[config.mk]
export PLATFORM = sky130hd
export DESIGN_NAME = axi_lite_arbiter
export DESIGN_NICKNAME = d
export VERILOG_FILES = /design/src/rtl/axi_lite_arbiter.sv
export SDC_FILE = /design/constraint.sdc
export NUM_CORES = 1
export LEC_CHECK = 0
export ABC_AREA = 1
export CORE_AREA = 2 2 171 173
export CTS_CLUSTER_SIZE = 24
export DETAILED_ROUTE_END_ITERATION = 8
export DIE_AREA = 0 0 173 175
export GPL_ROUTABILITY_DRIVEN = 0
export PLACE_DENSITY_LB_ADDON = 0.08
export RECOVER_POWER = 100
export REMOVE_ABC_BUFFERS = 1
export SLEW_MARGIN = 20
export SYNTH_ARGS = -nofsm -noshare
export SYNTH_HDL_FRONTEND = slang
export SYNTH_SLANG_ARGS = --single-unit
[constraint.sdc]
create_clock -name clk -period 2.1 [get_ports clk]
set_input_delay 0.42 -clock clk [delete_from_list [all_inputs] [get_ports clk]]
set_output_delay 0.42 -clock clk [all_outputs]
set_load 0.05 [all_outputs]
[src/rtl/axi_lite_arbiter.sv]
// Two-master AXI-Lite arbiter: M0 (fetch) and M1 (load/store) share one slave, one transaction
// at a time. Round-robin by default; define ARB_FIXED_PRIO_EN to make M1 win every contention.
module axi_lite_arbiter #(
    parameter int unsigned ADDR_WIDTH = 32,
    parameter int unsigned DATA_WIDTH = 32
) (
    input  logic                    clk,
    input  logic                    rst_n,
    // M0 upstream port
    input  logic                    s0_arvalid,
    output logic                    s0_arready,
    input  logic [ADDR_WIDTH-1:0]   s0_araddr,
    output logic                    s0_rvalid,
    input  logic                    s0_rready,
    output logic [DATA_WIDTH-1:0]   s0_rdata,
    output logic [1:0]              s0_rresp,
    input  logic                    s0_awvalid,
    output logic                    s0_awready,
    input  logic [ADDR_WIDTH-1:0]   s0_awaddr,
    input  logic                    s0_wvalid,
    output logic                    s0_wready,
    input  logic [DATA_WIDTH-1:0]   s0_wdata,
    input  logic [DATA_WIDTH/8-1:0] s0_wstrb,
    output logic                    s0_bvalid,
    input  logic                    s0_bready,
    output logic [1:0]              s0_bresp,
    // M1 upstream port
    input  logic                    s1_arvalid,
    output logic                    s1_arready,
    input  logic [ADDR_WIDTH-1:0]   s1_araddr,
    output logic                    s1_rvalid,
    input  logic                    s1_rready,
    output logic [DATA_WIDTH-1:0]   s1_rdata,
    output logic [1:0]              s1_rresp,
    input  logic                    s1_awvalid,
    output logic                    s1_awready,
    input  logic [ADDR_WIDTH-1:0]   s1_awaddr,
    input  logic                    s1_wvalid,
    output logic                    s1_wready,
    input  logic [DATA_WIDTH-1:0]   s1_wdata,
    input  logic [DATA_WIDTH/8-1:0] s1_wstrb,
    output logic                    s1_bvalid,
    input  logic                    s1_bready,
    output logic [1:0]              s1_bresp,
    // downstream port to the RAM slave
    output logic                    m_arvalid,
    input  logic                    m_arready,
    output logic [ADDR_WIDTH-1:0]   m_araddr,
    input  logic                    m_rvalid,
    output logic                    m_rready,
    input  logic [DATA_WIDTH-1:0]   m_rdata,
    input  logic [1:0]              m_rresp,
    output logic                    m_awvalid,
    input  logic                    m_awready,
    output logic [ADDR_WIDTH-1:0]   m_awaddr,
    output logic                    m_wvalid,
    input  logic                    m_wready,
    output logic [DATA_WIDTH-1:0]   m_wdata,
    output logic [DATA_WIDTH/8-1:0] m_wstrb,
    input  logic                    m_bvalid,
    output logic                    m_bready,
    input  logic [1:0]              m_bresp
);

    typedef enum logic [1:0] {StIdle, StRd, StWr} state_e;

    state_e state_q;
    logic   gnt_q;
    logic   ar_done_q, aw_done_q, w_done_q;
    logic   req0, req1, winner, win_ar;
`ifndef ARB_FIXED_PRIO_EN
    logic   last_q;
`endif

    always_comb begin
        req0 = s0_arvalid | s0_awvalid;
        req1 = s1_arvalid | s1_awvalid;
`ifdef ARB_FIXED_PRIO_EN
        winner = req1;
`else
        winner = (req0 & req1) ? ~last_q : req1;
`endif
        // Read beats write when the winner presents both.
        win_ar = winner ? s1_arvalid : s0_arvalid;
    end

    always_ff @(posedge clk) begin
        if (!rst_n) begin
            state_q   <= StIdle;
            gnt_q     <= 1'b0;
            ar_done_q <= 1'b0;
            aw_done_q <= 1'b0;
            w_done_q  <= 1'b0;
`ifndef ARB_FIXED_PRIO_EN
            last_q    <= 1'b1;
`endif
        end else begin
            case (state_q)
                StIdle: begin
                    if (req0 | req1) begin
                        gnt_q     <= winner;
`ifndef ARB_FIXED_PRIO_EN
                        last_q    <= winner;
`endif
                        state_q   <= win_ar ? StRd : StWr;
                        ar_done_q <= 1'b0;
                        aw_done_q <= 1'b0;
                        w_done_q  <= 1'b0;
                    end
                end
                StRd: begin
                    if (m_arvalid & m_arready) ar_done_q <= 1'b1;
                    if (m_rvalid & m_rready)   state_q   <= StIdle;
                end
                StWr: begin
                    if (m_awvalid & m_awready) aw_done_q <= 1'b1;
                    if (m_wvalid & m_wready)   w_done_q  <= 1'b1;
                    if (m_bvalid & m_bready)   state_q   <= StIdle;
                end
                default: state_q <= StIdle;
            endcase
        end
    end

    logic                    rd, wr;
    logic                    g_arvalid, g_rready, g_awvalid, g_wvalid, g_bready;
    logic [ADDR_WIDTH-1:0]   g_araddr, g_awaddr;
    logic [DATA_WIDTH-1:0]   g_wdata;
    logic [DATA_WIDTH/8-1:0] g_wstrb;
    logic                    ar_rdy, aw_rdy, w_rdy, r_vld, b_vld;

    always_comb begin
        rd = (state_q == StRd);
        wr = (state_q == StWr);

        g_arvalid = gnt_q ? s1_arvalid : s0_arvalid;
        g_araddr  = gnt_q ? s1_araddr  : s0_araddr;
        g_rready  = gnt_q ? s1_rready  : s0_rready;
        g_awvalid = gnt_q ? s1_awvalid : s0_awvalid;
        g_awaddr  = gnt_q ? s1_awaddr  : s0_awaddr;
        g_wvalid  = gnt_q ? s1_wvalid  : s0_wvalid;
        g_wdata   = gnt_q ? s1_wdata   : s0_wdata;
        g_wstrb   = gnt_q ? s1_wstrb   : s0_wstrb;
        g_bready  = gnt_q ? s1_bready  : s0_bready;

        // Done flags mask a master that keeps a valid up after its handshake.
        m_arvalid = rd & g_arvalid & ~ar_done_q;
        m_araddr  = rd ? g_araddr : '0;
        m_rready  = rd & g_rready;
        m_awvalid = wr & g_awvalid & ~aw_done_q;
        m_awaddr  = wr ? g_awaddr : '0;
        m_wvalid  = wr & g_wvalid & ~w_done_q;
        m_wdata   = wr ? g_wdata : '0;
        m_wstrb   = wr ? g_wstrb : '0;
        m_bready  = wr & g_bready;

        ar_rdy = rd & m_arready & ~ar_done_q;
        aw_rdy = wr & m_awready & ~aw_done_q;
        w_rdy  = wr & m_wready & ~w_done_q;
        r_vld  = rd & m_rvalid;
        b_vld  = wr & m_bvalid;

        s0_arready = ar_rdy & ~gnt_q;
        s1_arready = ar_rdy & gnt_q;
        s0_awready = aw_rdy & ~gnt_q;
        s1_awready = aw_rdy & gnt_q;
        s0_wready  = w_rdy & ~gnt_q;
        s1_wready  = w_rdy & gnt_q;
        s0_rvalid  = r_vld & ~gnt_q;
        s1_rvalid  = r_vld & gnt_q;
        s0_bvalid  = b_vld & ~gnt_q;
        s1_bvalid  = b_vld & gnt_q;
        s0_rdata   = (rd & ~gnt_q) ? m_rdata : '0;
        s1_rdata   = (rd & gnt_q)  ? m_rdata : '0;
        s0_rresp   = (rd & ~gnt_q) ? m_rresp : 2'b00;
        s1_rresp   = (rd & gnt_q)  ? m_rresp : 2'b00;
        s0_bresp   = (wr & ~gnt_q) ? m_bresp : 2'b00;
        s1_bresp   = (wr & gnt_q)  ? m_bresp : 2'b00;
    end

endmodule

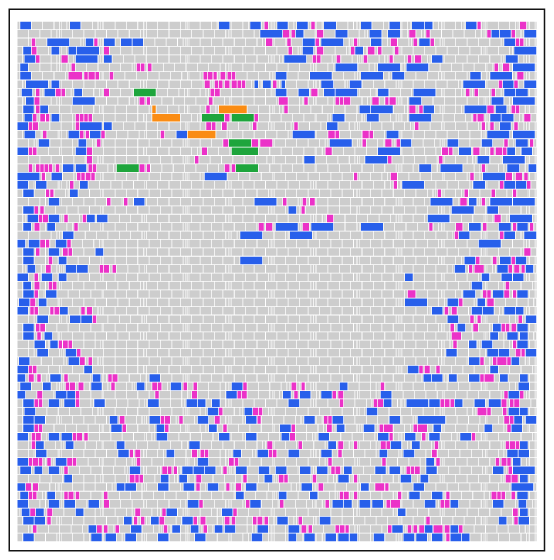
**Above:** placed cells, one color a class.
Fill, decap, tap and diode cells in gray.
magenta -> remaining logic cells  # cells 497, share of their area 30%
blue -> remaining buffers and delay cells  # cells 463, share of their area 67%
orange -> clock drivers and dummy loads  # cells 4, share of their area 1.1%
green -> sequential cells  # cells 7, share of their area 2.0%

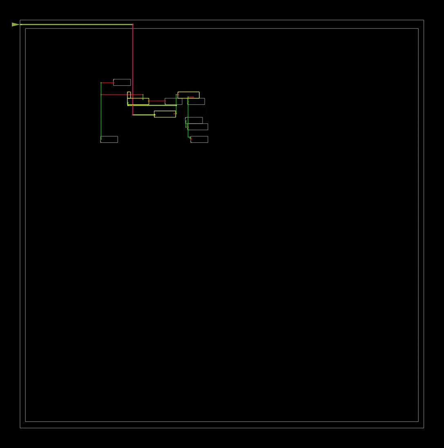
**Above:** the clock network.
Num Clock Sinks: 7
clk latency late pin: 230 ps
P_clk: 322 µW
Inserted Clock Buffers: 3
flop count: 7

==> flow_metrics.tcl <==
# yosys + openroad results
set metrics [dict create \
    synth_warnings 0 \
    cp-start-kind "flip-flop" \
    slew_viol_final 0 \
    wl_mm 20.79 \
    status "finished, final reports clean" \
    finalHoldViolCount 0 \
    first_global_vias 4828 \
    flop_cell "dfxtp_1" \
    drt.antenna.violating_nets 0 \
    place_inst 1346 \
    required_ps 1680 \
    worst_pin_slew_ps 385.5 \
    rows 62 \
    total_power_mw 4.562 \
    die_w_um 173 \
    async_flop_share_pct 0 \
    cts_hold_buf 0 \
    fp.dieH_um 175 \
    overflow 0 \
    drc_errors 0 \
    grt_pass1_wl_mm 30.06 \
    ir_worst_vdd_v 0.0002656 \
    initial_utilization_pct 8.404 \
    vias 4912 \
    skew_ps 2.133 \
    layout-drive-gt1-share_pct 27.70 \
    ys_top_cells_by_count "233 x nand2_1, 108 x a21oi_1, 88 x nor2_1" \
    syn2layout_area_growth_pct 226.4 \
    setup_slack_ps 81.37 \
    syn_area_um2 2386 \
    cap_violations 0 \
    fin_nets 1225 \
    area_leaders "nand2_1 37%, a21oi_1 23%, nor2_1 14%" \
    ys_cells 543 \
]
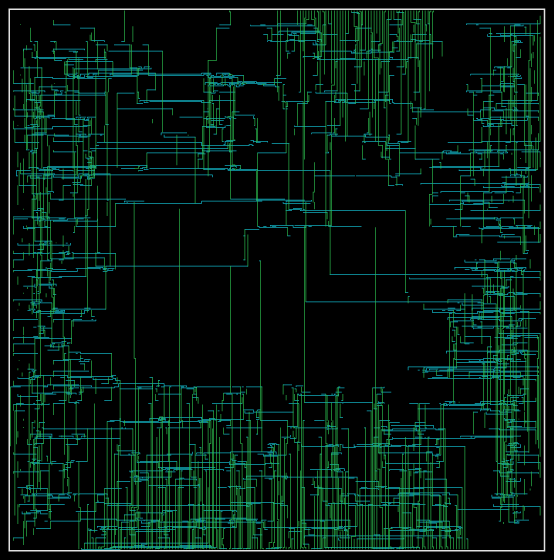
**Above:** routed metal, one color a layer.
Two of the layers only.
green -> M2  # wire length 11000 µm
cyan -> M1  # wire length 7470 µm

placed cells by master, fill, tap and decap left out, drive strengths merged, types with 3 or more instances in the layout:
| cell | n |
|---|---|
| inv | 48 |
| nand2 | 236 |
| dfxtp | 7 |
| a21oi | 108 |
| o21ai | 3 |
| nor2 | 90 |
| nand3 | 8 |
| buf | 208 |
| clkdlybuf4s50 | 251 |
| clkbuf | 7 |
cell families (layout without fill, tap and decap cells):
| group | Yosys count | after routing | synth area share (%) |
|---|---|---|---|
| flip-flops | 7 | 7 | 5.873 |
| AND-OR/OR-AND | 111 | 111 | 23.28 |
| buffers and inverters | 89 | 517 | 16.62 |
| AND/OR/NAND/NOR | 336 | 336 | 54.22 |
worst max path at each step:
stage | startpoint | to | slack (ps) | cells after the start
global placement | s0_arvalid | m_arvalid | -90 | 7
finish | state_q[0]$_SDFFE_PN0P_ | s1_rdata[20] | 80 | 7
floorplan | gnt_q$_SDFFE_PN0P_ | s1_awready | -3410 | 2
detailed placement | s0_arvalid | m_arvalid | -120 | 7
CTS | state_q[0]$_SDFFE_PN0P_ | s0_rvalid | 10 | 7
global route | state_q[0]$_SDFFE_PN0P_ | s1_rdata[14] | -70 | 7
power by group through the flow:
stage	logic, mW	clock network (mW)	registers [mW]
floorplan	2.13	0	0.237
global placement	3.92	0	0.185
detailed placement	3.89	0	0.184
CTS	3.90	0.333	0.182
global route	4.31	0.339	0.187
finish	4.06	0.322	0.182
routing by layer:
layer	GRT usage (%)	wire length, µm	vias to the layer above
li1	-	-	2526
met1	13.55	7472	2113
met2	24.98	11020	263
met3	4.613	2087	10
met4	1.483	214	0
met5	0	0	-
state kept, by name, indices dropped and copies added, names as in the netlist:
signal,count
ar_done_q,1
aw_done_q,1
gnt_q,1
last_q,1
state_q,2
w_done_q,1
timing repair:
item,CTS,global route
hold endpoints to repair,0,0
pin swaps,0,3
buffers inserted,0,5
gates resized,2,82
cloned,0,1
setup endpoints to repair,1,79
critical path: stages (launching register included):
cell,delay [ps]
dfxtp_1,310
inv_1,80
nor2_4,190
buf_4,170
nand2_2,60
buf_12,170
nor2_1,190
buf_12,170
area by class of cell:
cell class	count	area (µm²)
Sequential cell	7	143.9
Fill cell	3187	20600
Inverter	50	192.7
Multi-Input combinational cell	447	1987
Timing Repair Buffer	463	4905
Clock buffer	4	78.83
Tap cell	384	480.5
stage by stage:
step / instance area, µm² / hold WS (ps) / util [%] / TNS [ps]
floorplan: 2177 / 422.5 / - / -418390
global placement: 7382 / 455.1 / 26.00 / -90.68
detailed placement: 7382 / 458.9 / 26.00 / -120.3
CTS: 7463 / 468.4 / 26.29 / 0
global route: 7787 / 511.5 / 27.43 / -949.7
finish: 7787 / 468.0 / 27.43 / 0
Power is estimated from default activity; no workload was simulated.
